**src/rtl/sample_history_buf_pkg.sv**
```systemverilog
// Shared types for the sample history buffer: readout FSM state encoding.
package sample_history_buf_pkg;

  typedef enum logic {
    RD_IDLE = 1'b0,
    RD_DUMP = 1'b1
  } rd_state_e;

endpackage

```
**src/rtl/sample_history_rd_fsm.sv**
```systemverilog
// Readout sequencer: walks the frozen history oldest-first and produces
// the valid/last/done qualifiers for the output stream.
module sample_history_rd_fsm
  import sample_history_buf_pkg::*;
#(
  parameter int CNT_W = 4
) (
  input  logic             clk,
  input  logic             rst,
  input  logic             clear_i,
  input  logic             dump_start_i,
  input  logic [CNT_W-1:0] count_i,
  input  logic             out_ready_i,
  output logic [CNT_W-1:0] idx_o,
  output logic             out_valid_o,
  output logic             out_last_o,
  output logic             dump_done_o,
  output rd_state_e        state_o
);

  // Handshake: a beat transfers on a rising edge where out_valid_o and
  // out_ready_i are both high; out_valid_o never drops before that transfer.
  rd_state_e        state_q;
  logic [CNT_W-1:0] idx_q;
  logic             valid_q;
  logic             last_q;
  logic             done_q;

  always_ff @(posedge clk) begin
    if (rst || clear_i) begin
      state_q <= RD_IDLE;
      idx_q   <= '0;
      valid_q <= 1'b0;
      last_q  <= 1'b0;
      done_q  <= 1'b0;
    end else begin
      done_q <= 1'b0;
      case (state_q)
        RD_IDLE: begin
          if (dump_start_i) begin
            // count_i is the post-push count, so a same-cycle push is included
            if (count_i != '0) begin
              state_q <= RD_DUMP;
              idx_q   <= count_i - CNT_W'(1);
              valid_q <= 1'b1;
              last_q  <= (count_i == CNT_W'(1));
            end else begin
              done_q <= 1'b1;
            end
          end
        end
        RD_DUMP: begin
          if (valid_q && out_ready_i) begin
            if (idx_q == '0) begin
              state_q <= RD_IDLE;
              valid_q <= 1'b0;
              last_q  <= 1'b0;
              done_q  <= 1'b1;
            end else begin
              idx_q  <= idx_q - CNT_W'(1);
              last_q <= (idx_q == CNT_W'(1));
            end
          end
        end
        default: begin
          state_q <= RD_IDLE;
          valid_q <= 1'b0;
          last_q  <= 1'b0;
        end
      endcase
    end
  end

  assign idx_o       = idx_q;
  assign out_valid_o = valid_q;
  assign out_last_o  = last_q;
  assign dump_done_o = done_q;
  assign state_o     = state_q;

endmodule

```
**src/rtl/sample_history_buf.sv**
```systemverilog
// Last-DEPTH sample history (newest at entry 0) with fill count, running sum
// and an oldest-first readout stream.
module sample_history_buf
  import sample_history_buf_pkg::*;
#(
  parameter int WIDTH = 8,
  parameter int DEPTH = 10,
  localparam int CNT_W = $clog2(DEPTH + 1),
  localparam int SUM_W = WIDTH + $clog2(DEPTH)
) (
  input  logic                   clk,
  input  logic                   rst,
  input  logic [WIDTH-1:0]       in_data,
  input  logic                   in_valid,
  input  logic                   clear,
  input  logic                   dump_start,
  output logic [WIDTH-1:0]       out_data,
  output logic                   out_valid,
  input  logic                   out_ready,
  output logic                   out_last,
  output logic                   dump_busy,
  output logic                   dump_done,
  output logic [CNT_W-1:0]       count,
  output logic [SUM_W-1:0]       sum,
  output logic                   dropped,
  output logic [WIDTH*DEPTH-1:0] hist_flat
);

  logic [WIDTH-1:0] hist_q [DEPTH];
  logic [WIDTH-1:0] hist_d [DEPTH];
  logic [CNT_W-1:0] count_q, count_d;
  logic [SUM_W-1:0] sum_q, sum_d;
  logic             dropped_q, dropped_d;
  logic             full;
  logic             push_ok;
  logic [CNT_W-1:0] rd_idx;
  rd_state_e        rd_state;

  assign full    = (count_q == CNT_W'(DEPTH));
  assign push_ok = in_valid && (rd_state == RD_IDLE);

  always_comb begin
    hist_d    = hist_q;
    count_d   = count_q;
    sum_d     = sum_q;
    dropped_d = dropped_q;
    if (push_ok) begin
      hist_d[0] = in_data;
      for (int i = 1; i < DEPTH; i++) begin
        hist_d[i] = hist_q[i-1];
      end
      count_d = full ? count_q : count_q + CNT_W'(1);
      // Once full, the oldest sample falls off the end and leaves the sum
      sum_d   = sum_q + SUM_W'(in_data) - (full ? SUM_W'(hist_q[DEPTH-1]) : '0);
    end else if (in_valid) begin
      dropped_d = 1'b1;
    end
  end

  always_ff @(posedge clk) begin
    if (rst || clear) begin
      for (int i = 0; i < DEPTH; i++) begin
        hist_q[i] <= '0;
      end
      count_q   <= '0;
      sum_q     <= '0;
      dropped_q <= 1'b0;
    end else begin
      hist_q    <= hist_d;
      count_q   <= count_d;
      sum_q     <= sum_d;
      dropped_q <= dropped_d;
    end
  end

  sample_history_rd_fsm #(
    .CNT_W (CNT_W)
  ) u_rd_fsm (
    .clk          (clk),
    .rst          (rst),
    .clear_i      (clear),
    .dump_start_i (dump_start),
    .count_i      (count_d),
    .out_ready_i  (out_ready),
    .idx_o        (rd_idx),
    .out_valid_o  (out_valid),
    .out_last_o   (out_last),
    .dump_done_o  (dump_done),
    .state_o      (rd_state)
  );

  // Storage is frozen during a dump, so this mux is stable while stalled
  always_comb begin
    out_data = '0;
    for (int i = 0; i < DEPTH; i++) begin
      if (rd_idx == CNT_W'(i)) out_data = hist_q[i];
    end
  end

  for (genvar g = 0; g < DEPTH; g++) begin : g_flat
    assign hist_flat[g*WIDTH +: WIDTH] = hist_q[g];
  end

  assign dump_busy = (rd_state == RD_DUMP);
  assign count     = count_q;
  assign sum       = sum_q;
  assign dropped   = dropped_q;

endmodule

```
**config.mk**
```make
export PLATFORM = sky130hd
export DESIGN_NAME = sample_history_buf
export DESIGN_NICKNAME = d
export VERILOG_FILES = /design/src/rtl/sample_history_buf_pkg.sv /design/src/rtl/sample_history_rd_fsm.sv /design/src/rtl/sample_history_buf.sv
export SDC_FILE = /design/constraint.sdc
export NUM_CORES = 1
export LEC_CHECK = 0
export CORE_ASPECT_RATIO = 1.5
export CORE_MARGIN = 2
export CORE_UTILIZATION = 51
export DETAILED_ROUTE_END_ITERATION = 10
export PLACE_DENSITY = 0.81
export SLEW_MARGIN = 15
export SYNTH_ARGS = -nofsm -noshare
export SYNTH_HDL_FRONTEND = slang
export SYNTH_SLANG_ARGS = --single-unit
```
**constraint.sdc**
```tcl
create_clock -name clk -period 4.1 [get_ports clk]
set_input_delay 1.23 -clock clk [delete_from_list [all_inputs] [get_ports clk]]
set_output_delay 1.23 -clock clk [all_outputs]
set_load 0.01 [all_outputs]
```
==> run_1/placement_by_type.png <==
(4 px per um)
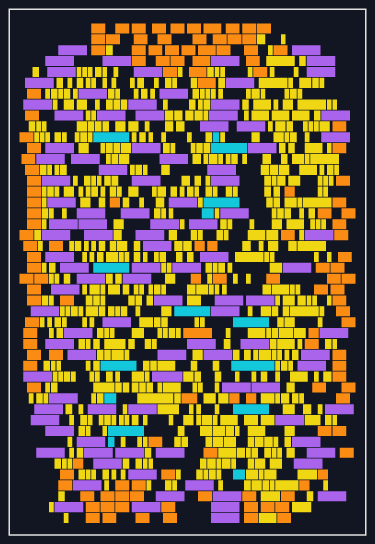
- yellow: combinational and other logic (cells 592)
- purple: flops (cells 105)
- cyan: clock drivers and dummy loads (cells 15)
- orange: other buffers and delay cells (cells 135)

==> run_1/flops_by_reg.png <==
(3 px per um)
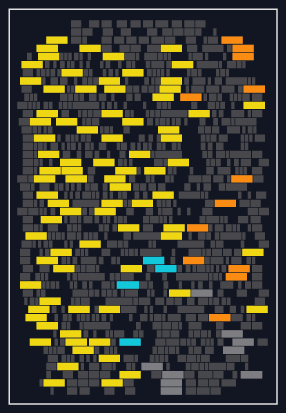
- orange: sum (sequential cells 12)
- yellow: hist_flat (sequential cells 80)
- cyan: u_rd_fsm.idx_o (sequential cells 4)

==> run_1/layer_met3.png <==
(2 px per um) Cells faint in the background.
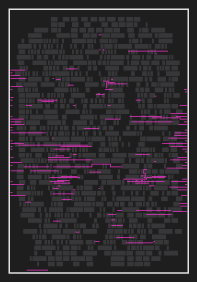
- share of all routed wire: 4.7%
- nets with wire on the layer: 105
- longest straight run: 34.5 um
- wire length on this layer: 772 um
- main direction: horizontal

==> metrics.json, run 1 <==
{
  "wire_per_inst_um": 16.6,
  "post_dp_cell_area_um2": 6810,
  "post_cts.resized_instances": 2,
  "utilization_pct": 67.8,
  "layout-drive-gt1-share_pct": 4.84,
  "ctsLongestPathBuffers": 2,
  "finalSetupViolations": 0,
  "postCtsSetupRepairBufs": 0,
  "reg2regPathDepth": 13,
  "grt_setup_unrepaired": "true",
  "warning_count": 32,
  "hold_viol_final": 0,
  "route.detailed.drc": 0,
  "p_per_area_nw_per_um2": 330,
  "synth.yosys.chip_area_um2": 5490,
  "cell_type_with_the_largest_total_area": "sky130_fd_sc_hd__dfxtp_1",
  "pre_cts_slack_ps": 81.0,
  "critical_path.startpoint": "u_rd_fsm.idx_o[1]",
  "numSynthFlops": 105,
  "first_pass_iters": 5,
  "worst_hold_path.num_cells": 2,
  "dieWidth_um": 88.7,
  "synthesis.yosys.warnings": 0,
  "layout.nets": 885,
  "launch_point_of_the_worst_reg_to_reg_path": "count[0]",
  "yosys.area.top_type_share_pct": 38.3,
  "worst_slew_pin_slew_ps": 933,
  "finalMaxSlewViolations": 0,
  "setup-tns-final_ps": 0,
  "clock_pin_slew_reported_for_the_worst_setup_and_hold_paths_after_clock_tree_synthesis_ps": 70,
  "start_kind": "flop",
  "synth-cells-yosys": 747,
  "vias_per_cell": 5.57,
  "postSynth.asyncResetShare_pct": 0,
  "antenna-diode-count": 0,
  "static-leakage-power_nw": 2.59,
  "post_route_worst_setup_slack_ps": 108,
  "status": "completed",
  "first_pass_grt_wire_length_mm": 26.0,
  "hold_path.startpoint": "sum[5]",
  "synth.top_cells.by_count": "sky130_fd_sc_hd__nand2_1 (204), sky130_fd_sc_hd__a21oi_1 (144), sky130_fd_sc_hd__dfxtp_1 (105), sky130_fd_sc_hd__inv_1 (47), sky130_fd_sc_hd__clkbuf_1 (38)",
  "yosys.stat.seqShare_pct": 38.3,
  "peakVddDrop_uv": 227,
  "die_area_um2": 11600,
  "placeableCoreArea_um2": 10500,
  "timing.setup.critical_path_class": "flop to primary output",
  "final_cell_area_excluding_filler_cells_um2": 7140,
  "clk_root_buffer_cell": "sky130_fd_sc_hd__clkbuf_16",
  "detail_route.wirelength_mm": 16.5,
  "postSynthAreaPerCell_um2": 7.35,
  "routabilityCongestion": 0.897,
  "r2r_end": "sum[11]",
  "cts_num_sinks": 105,
  "synth_top_flop_cell": "sky130_fd_sc_hd__dfxtp_1",
  "vertical_die_dimension_um": 131,
  "min_delay_worst_endpoint": "sum[5]",
  "post_synth_main_area_contributors": "sky130_fd_sc_hd__dfxtp_1 (38%), sky130_fd_sc_hd__nand2_1 (14%), sky130_fd_sc_hd__a21oi_1 (13%), sky130_fd_sc_hd__ha_1 (4.6%), sky130_fd_sc_hd__inv_1 (3.2%)",
  "hpwlAfterDp_mm": 11.7,
  "count_of_flip_flops_with_a_built_in_enable_after_synthesis": 0,
  "fp_util_pct": 52.1,
  "setup.reg_to_reg.worst_slack_ps": 610,
  "synthToLayoutAreaGrowth_pct": 30.1,
  "io_buffer_count": 122,
  "worst-path-max-fanout": 34,
  "ant_nets": 0,
  "antenna_found_initial": 0,
  "maxClockFrequency_mhz": 251,
  "first_global_vias": 5249,
  "synth.lib_cells_used.distinct": 49,
  "worstPathRequired_ps": 2870,
  "syn-cell-area_um2": 5490,
  "hp-class": "flop to flop",
  "end_kind": "primary output",
  "drt_iter0_markers": 422,
  "finalClockPeriodUsage_pct": 97.4,
  "routed-via-count": 5515,
  "cts_made_buffers": 9,
  "clock_latency_ps": 350,
  "worst_ep_arrival_time_ps": 2760,
  "grt_max_degree": 88,
  "tritoncts": "yes",
  "num_io_pins": 123,
  "slew-limit-headroom_pct": 37.8,
  "cts.hold.buffers_added": 0,
  "globalRouteTotalUtil_pct": 28.4,
  "synth_dominant_cell_count": "sky130_fd_sc_hd__nand2_1",
  "max_cap_violations": 0,
  "floorplan.rows": 46,
  "syn-instance-count": 747,
  "syn_nets": 789,
  "cts_h_tree_depth": 3,
  "timing.clock.skew_ps": 4.71,
  "grt_overflow": 0,
  "final.min_clock_period_ps": 3990
}
[run 1: routing by layer]
| layer | vias up | share of wire, % | GRT usage (%) |
|---|---|---|---|
| li1 | 2703 | - | - |
| met1 | 2585 | 40 | 34.3 |
| met2 | 191 | 52 | 49.9 |
| met3 | 36 | 4.7 | 2.63 |
| met4 | 0 | 3.5 | 13.6 |
| met5 | - | 0 | 0 |
[run 1: power breakdown]
group / leakage, nW / internal, mW / total, mW / switching (mW)
logic: 1.60 / 0.175 / 0.430 / 0.255
clock network: 0.146 / 0.474 / 0.868 / 0.394
registers: 0.848 / 1.04 / 1.06 / 0.0242
[run 1: per-stage QoR]
stage	hold WS [ps]	instances	power, mW
2_1_floorplan	488	747	1.35
3_5_place_dp	466	976	1.50
6_report	473	991	2.36
4_1_cts	475	991	2.36
3_3_place_gp	455	976	1.49
5_1_grt	511	991	2.45
[run 1: worst max-delay path by stage]
stage | endpoint | slack, ps | cells past startpoint
after floorplan | sum[9] | 850 | 10
after global placement | sum[9] | 120 | 11
after detailed placement | sum[11] | 80 | 11
after CTS | out_data[7] | 10 | 9
after global routing | out_data[0] | -30 | 10
final | out_data[0] | 110 | 10
[run 1: kinds of logic (layout without fill, tap and decap cells)]
group / Yosys count / in the layout / synth area share, %
AOI/OAI and AO/OA: 209 / 209 / 21.7
xor gates and xnor gates: 11 / 11 / 1.89
adders and majority gates: 28 / 28 / 7.47
buffers and inverters: 99 / 199 / 7.09
DFF: 105 / 105 / 38.3
muxes: 1 / 1 / 0.182
and+or+nand+nor: 294 / 294 / 23.4
[run 1: worst max-delay path, cell delays in order, from the launching register on]
cell,delay [ps]
sky130_fd_sc_hd__dfxtp_2,370
sky130_fd_sc_hd__inv_1,80
sky130_fd_sc_hd__ha_1,220
sky130_fd_sc_hd__buf_12,170
sky130_fd_sc_hd__nand3b_1,170
sky130_fd_sc_hd__a21oi_1,150
sky130_fd_sc_hd__a21oi_1,50
sky130_fd_sc_hd__a211oi_1,310
sky130_fd_sc_hd__o22ai_1,140
sky130_fd_sc_hd__a21oi_1,180
sky130_fd_sc_hd__clkdlybuf4s50_1,560
[run 1: layout by cell type, fill, tap and decap left out, drive strengths merged, types with 2 or more instances in the layout]
master,Yosys,layout
ha,20,20
nand4,6,6
a21oi,144,144
dlymetal6s2s,0,5
inv,48,50
clkbuf,38,9
and2,12,12
fa,8,8
or3,3,3
clkdlybuf4s50,0,117
and3,7,7
o21ai,16,16
a221oi,7,7
nand2b,2,2
o211ai,6,6
dfxtp,105,105
nor2b,4,4
a211oi,11,11
nand3b,11,11
xor2,7,7
o22ai,8,8
and3b,2,2
nor2,24,24
nand3,12,12
nand2,204,204
nor3,5,5
a22o,2,2
xnor2,4,4
clkinv,1,4
a221o,2,2
buf,12,13
a21o,2,2
[run 1: sequential cells by signal (all words and copies together) (netlist names), 4 cells and up]
name,count
hist_flat,80
sum,12
count,4
u_rd_fsm.idx_o,4
[run 1: final cells by class]
type / instances / area, um2
Fill cell: 954 / 3390
Multi-Input combinational cell: 543 / 3040
Sequential cell: 105 / 2100
Timing Repair Buffer: 135 / 1350
Clock buffer: 9 / 225
Inverter: 49 / 184
Tap cell: 144 / 180
Clock inverter: 6 / 66.3
==> run 2, diff against run 1 <==
- CORE_ASPECT_RATIO: 1.5 -> not set
- CTS_CLUSTER_DIAMETER: not set -> 50
==> run 2 against run 1 <==
  * Synthesized cell count unchanged
  * First-iteration DRC count increased by 22%
  * Combinational power about the same
  * Clock skew grew 7.3 ps
  * Worst setup slack got worse by 56 ps
  * Non-clock buffer count is the same
  * Synthesized area unchanged
  * Final cell count is 0.71% lower
  * Die area shrank 0.15%
  * Register-to-register slack gained 20 ps
  * Sequential share of layout area is 0.28 points higher
  * Fmax decreased by 1.4%
==> metrics.json, run 2 <==
{
  "status": "completed",
  "ant_nets": 0,
  "numPlacedInstances": 968,
  "synth.lib_cells_used.distinct": 49,
  "crit_buf_inv": 3,
  "static-leakage-power_nw": 2.51,
  "maxUsedRoutingLayer": "met4",
  "final.min_clock_period_ps": 4050,
  "route.layer.met1.wl_mm": 7.29,
  "grt_max_degree": 88,
  "instances_no_fill": 984,
  "yosys.area.top_type_share_pct": 38.3,
  "cts_made_buffers": 9,
  "io_buffer_count": 122,
  "post_synth_main_area_contributors": "sky130_fd_sc_hd__dfxtp_1 (38%), sky130_fd_sc_hd__nand2_1 (14%), sky130_fd_sc_hd__a21oi_1 (13%), sky130_fd_sc_hd__ha_1 (4.6%), sky130_fd_sc_hd__inv_1 (3.2%)",
  "cp_top_family": "AND-OR/OR-AND gates",
  "count_of_flip_flops_with_a_built_in_enable_after_synthesis": 0,
  "clk_root_buffer_cell": "sky130_fd_sc_hd__clkbuf_8",
  "path_cells": "inv_1 > ha_1 > buf_4 > nand2_1 > o21ai_0 > a221oi_2 > a211oi_2 > o22ai_1 > a21oi_1 > clkdlybuf4s50_1",
  "start_kind": "flop",
  "met3_wire_length_mm": 1.08,
  "finalClockPeriodUsage_pct": 98.7,
  "synth_top_flop_cell": "sky130_fd_sc_hd__dfxtp_1",
  "finalMaxSlewViolations": 0,
  "p_per_area_nw_per_um2": 301,
  "first_global_vias": 5118,
  "first_pass_grt_wire_length_mm": 25.3,
  "timing.clock.skew_ps": 12.0,
  "worst_slew_pin_slew_ps": 926,
  "hold_viol_final": 0,
  "postSynth.asyncResetShare_pct": 0,
  "finalSetupViolations": 0,
  "clock_latency_ps": 370,
  "layout.cells.most_common": "sky130_fd_sc_hd__nand2_1",
  "tritoncts": "yes",
  "cts_h_tree_depth": 3,
  "vias_per_cell": 5.70,
  "routed-via-count": 5604,
  "numSynthFlops": 105,
  "hpwlAfterDp_mm": 11.2,
  "wire_per_inst_um": 16.4,
  "postCtsSetupRepairBufs": 0,
  "route.detailed.drc": 0,
  "most-common-layout-cells": "sky130_fd_sc_hd__nand2_1 (204), sky130_fd_sc_hd__a21oi_1 (144), sky130_fd_sc_hd__clkdlybuf4s50_1 (120)",
  "cell_type_with_the_largest_total_area": "sky130_fd_sc_hd__dfxtp_1",
  "largest_register_ffs": 80,
  "first_pass_iters": 5,
  "synthesis.yosys.warnings": 0,
  "fp_util_pct": 53.0,
  "dieWidth_um": 108,
  "drt_iter0_markers": 515,
  "antenna_found_initial": 0,
  "postSynthAreaPerCell_um2": 7.35,
  "clock_power_share_pct": 29.9,
  "worstPathRequired_ps": 2870,
  "die_area_um2": 11600,
  "sequentialPowerShare_pct": 49.9,
  "critical_path.slowest_cell": "sky130_fd_sc_hd__clkdlybuf4s50_1",
  "hp-class": "flop to flop",
  "switching_share_pct": 31.8,
  "placeableCoreArea_um2": 10400,
  "maxClockFrequency_mhz": 247,
  "timing.setup.critical_path_class": "flop to primary output",
  "syn-cell-area_um2": 5490,
  "synth-cells-yosys": 747,
  "worst_ep_arrival_time_ps": 2820,
  "warning_count": 31,
  "floorplan.rows": 37,
  "antenna-diode-count": 0,
  "ctsLongestPathBuffers": 2,
  "synth.top_cells.by_count": "sky130_fd_sc_hd__nand2_1 (204), sky130_fd_sc_hd__a21oi_1 (144), sky130_fd_sc_hd__dfxtp_1 (105), sky130_fd_sc_hd__inv_1 (47), sky130_fd_sc_hd__clkbuf_1 (38)",
  "clock_pin_slew_reported_for_the_worst_setup_and_hold_paths_after_clock_tree_synthesis_ps": 110,
  "p_comb_share_pct": 20.2,
  "detailroute.wirelength.met2_mm": 7.49,
  "worst-path-max-fanout": 13,
  "internal_power_mw": 1.45,
  "synth.yosys.chip_area_um2": 5490,
  "total_switching_power_uw": 677,
  "detail_route.wirelength_mm": 16.1,
  "syn_nets": 789,
  "synthToLayoutAreaGrowth_pct": 28.9,
  "cts_num_sinks": 105,
  "syn-instance-count": 747
}
==> run 2: kinds of logic after synthesis <==
kind of cell / after synthesis / synth area share (%)
AND-OR/OR-AND: 209 / 21.7
XOR/XNOR: 11 / 1.89
adder cells (fa/ha/maj): 28 / 7.47
buffers and inverters: 99 / 7.09
flip-flops: 105 / 38.3
multiplexers: 1 / 0.182
AND/OR/NAND/NOR: 294 / 23.4
==> run 2: stage by stage <==
step | worst slack (ps) | area [um2] | hold slack, ps | total power, mW | TNS [ps]
3_3_place_gp | 206 | 6810 | 451 | 1.48 | 0
2_1_floorplan | 845 | 5490 | 488 | 1.35 | 0
3_5_place_dp | 85.3 | 6810 | 463 | 1.50 | 0
4_1_cts | 1.62 | 7010 | 485 | 2.11 | 0
6_report | 52.2 | 7080 | 479 | 2.13 | 0
5_1_grt | -18.8 | 7080 | 500 | 2.20 | -33.8
==> run 2: tightest hold or removal path, stage by stage, from the launching register on <==
cell and delay [ps]:
sky130_fd_sc_hd__dfxtp_1 340, sky130_fd_sc_hd__a21oi_1 40, sky130_fd_sc_hd__nor2_1 70
==> run 2: area by class of cell <==
class	instances	area [um2]
Timing Repair Buffer	135	1350
Multi-Input combinational cell	543	3080
Clock inverter	6	62.6
Inverter	49	184
Clock buffer	10	128
Sequential cell	105	2100
Tap cell	136	170
Fill cell	866	3290
==> run 2: per-layer routing <==
metal,vias up,global-route usage (%)
met5,-,0
met4,0,8.79
met3,23,3.69
met2,223,42.8
met1,2659,38.3
li1,2699,-
==> run 2: what timing repair did <==
item | CTS | global route
resized | 2 | 19
setup endpoints to repair | 2 | 8
pin swaps | 0 | 3
==> run 2: path summary, 6_finish.rpt <==
check | from | end | slack, ps | cells after the start
hold reg to reg | dropped | dropped | 480 | 2
setup reg to reg | count[0] | sum[11] | 630 | 13
hold / removal | dropped | dropped | 480 | 2
setup / recovery | u_rd_fsm.idx_o[1] | out_data[3] | 50 | 10
==> run 2: power by group through the flow <==
stage	clock [mW]	sequential, mW	combinational (mW)
floorplan	0	1.08	0.273
finish	0.637	1.06	0.430
global placement	0	1.08	0.400
CTS	0.631	1.06	0.418
detailed placement	0	1.08	0.414
global route	0.670	1.06	0.469
==> run_2/flops_by_reg.png <==
(3 px per um)
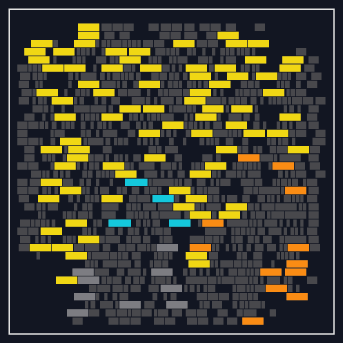
- orange: sum (sequential cells 12)
- cyan: u_rd_fsm.idx_o (sequential cells 4)
- yellow: hist_flat (sequential cells 80)
- not colored: 9

==> run_2/placement_by_type.png <==
(4 px per um)
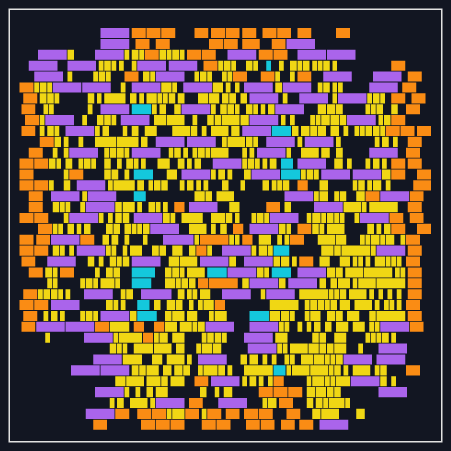
- cyan: clock drivers and dummy loads (cells 16)
- purple: flops (cells 105)
- yellow: combinational and other logic (cells 592)
- orange: other buffers and delay cells (cells 135)

Power and IR drop assume default switching activity.
